Figure 1. The metal 1 layer.
Supply wires on this layer in gray.
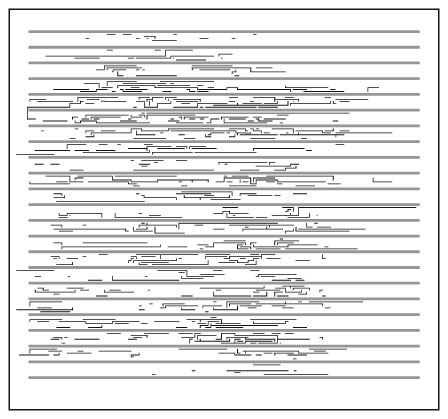
Figure 2. The metal 2 layer.
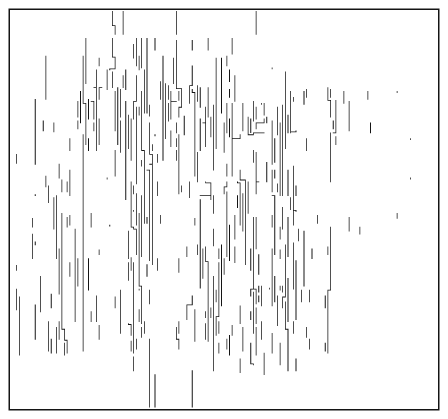
Figure 3. Metal 3.
Scale bar: 20 µm. Cells faint in the background.
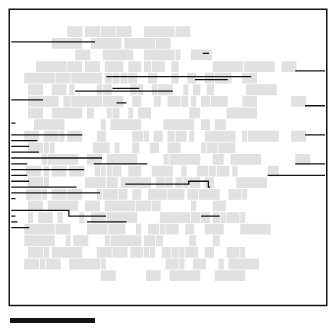
==> config.mk <==
export PLATFORM = sky130hd
export DESIGN_NAME = wave_capture_flat
export DESIGN_NICKNAME = d
export VERILOG_FILES = /design/src/rtl/wave_capture_if.sv /design/src/rtl/wave_capture.sv /design/src/flat_wrapper.sv
export SDC_FILE = /design/constraint.sdc
export NUM_CORES = 1
export LEC_CHECK = 0
export CAP_MARGIN = 20
export CORE_AREA = 3 3 71 66
export DETAILED_ROUTE_END_ITERATION = 10
export DIE_AREA = 0 0 74 69
export GPL_ROUTABILITY_DRIVEN = 1
export GPL_TIMING_DRIVEN = 0
export PLACE_DENSITY = 0.7
export SLEW_MARGIN = 20
export SYNTH_ARGS = -nofsm -noshare
export SYNTH_HDL_FRONTEND = slang
export SYNTH_SLANG_ARGS = --single-unit
==> constraint.sdc <==
create_clock -name clk -period 2.4 [get_ports clk]
set_input_delay 0.48 -clock clk [delete_from_list [all_inputs] [get_ports clk]]
set_output_delay 0.48 -clock clk [all_outputs]
set_load 0.02 [all_outputs]
==> flow_summary.json <==
{
  "status": "finished, final reports clean",
  "slew_headroom": 0.537,
  "p_comb_w": 0.000122,
  "edf_count": 0,
  "fp_util": 0.436,
  "path_class": "input port to flip-flop",
  "port_buffers": 28,
  "first_pass_iters": 4,
  "simple_gate_share": 0.240,
  "ys_area_um2": 1760,
  "clkSinkCount": 40,
  "p_per_area_nw_per_um2": 589,
  "cts-root-buf": "clkbuf_8",
  "via_per_inst": 5.38,
  "cts_resized": 0,
  "postSynthSeqShare": 0.454,
  "worst_pin_slew_ns": 0.693,
  "design.core.area_um2": 4050,
  "common_cells": "40 x dfxtp_1, 28 x nand2_1, 12 x nor2_1",
  "path_buffers": 2,
  "dominant_cells": "logic gates",
  "floorplan.nets": 213,
  "fin_util": 0.544,
  "synthMuxAreaShare": 0.0574,
  "fa_ha_area_frac": 0.0142,
  "leakagePower_nw": 0.757,
  "worstPathArrival_ns": 2.23,
  "comb_area_share": 0.406,
  "cp.depth": 6,
  "power_frac_seq": 0.536,
  "nNetsFinal": 248
}
About Figure 1:
The longest straight run is 35.0 µm. 214 nets have wire on it. The layer holds 49% of the routed length.
grt met1 use: 0.228
DR vias: 1479
Detailed Route WL: 3730 µm

About Figure 2:
The layer holds 40% of the routed length. 189 nets have wire on it. The wires run mostly vertical. The layer carries 1480 µm of wire. The longest straight run is 37.4 µm.
met2 Use GR: 0.213

About Figure 3:
The wires run mostly horizontal. The layer holds 8.8% of the routed length. The longest straight run is 33.6 µm. The layer carries 328 µm of wire.
met3 Resource Use GR: 0.0598

[stage by stage]
step	setup slack, ns	std cells
floorplan	0.684	191
global placement	0.141	267
detailed placement	0.0994	267
CTS	0.409	275
global route	0.269	275
finish	0.420	275
[worst register-to-register path: cells and delay by family (launching register included)]
kind	cells	cell delay, ns
buf+inv	1	0.21
compound gates	2	0.58
flops	1	0.40
simple gates	2	0.37
fa+ha+maj	1	0.20
[logic make-up (layout without fill, tap and decap cells)]
| family | Yosys count | count (layout) |
|---|---|---|
| compound gates | 34 | 34 |
| xor+xnor | 9 | 9 |
| fa+ha+maj | 2 | 2 |
| buf+inv | 14 | 50 |
| flops | 40 | 40 |
| mux | 10 | 10 |
| simple gates | 82 | 82 |
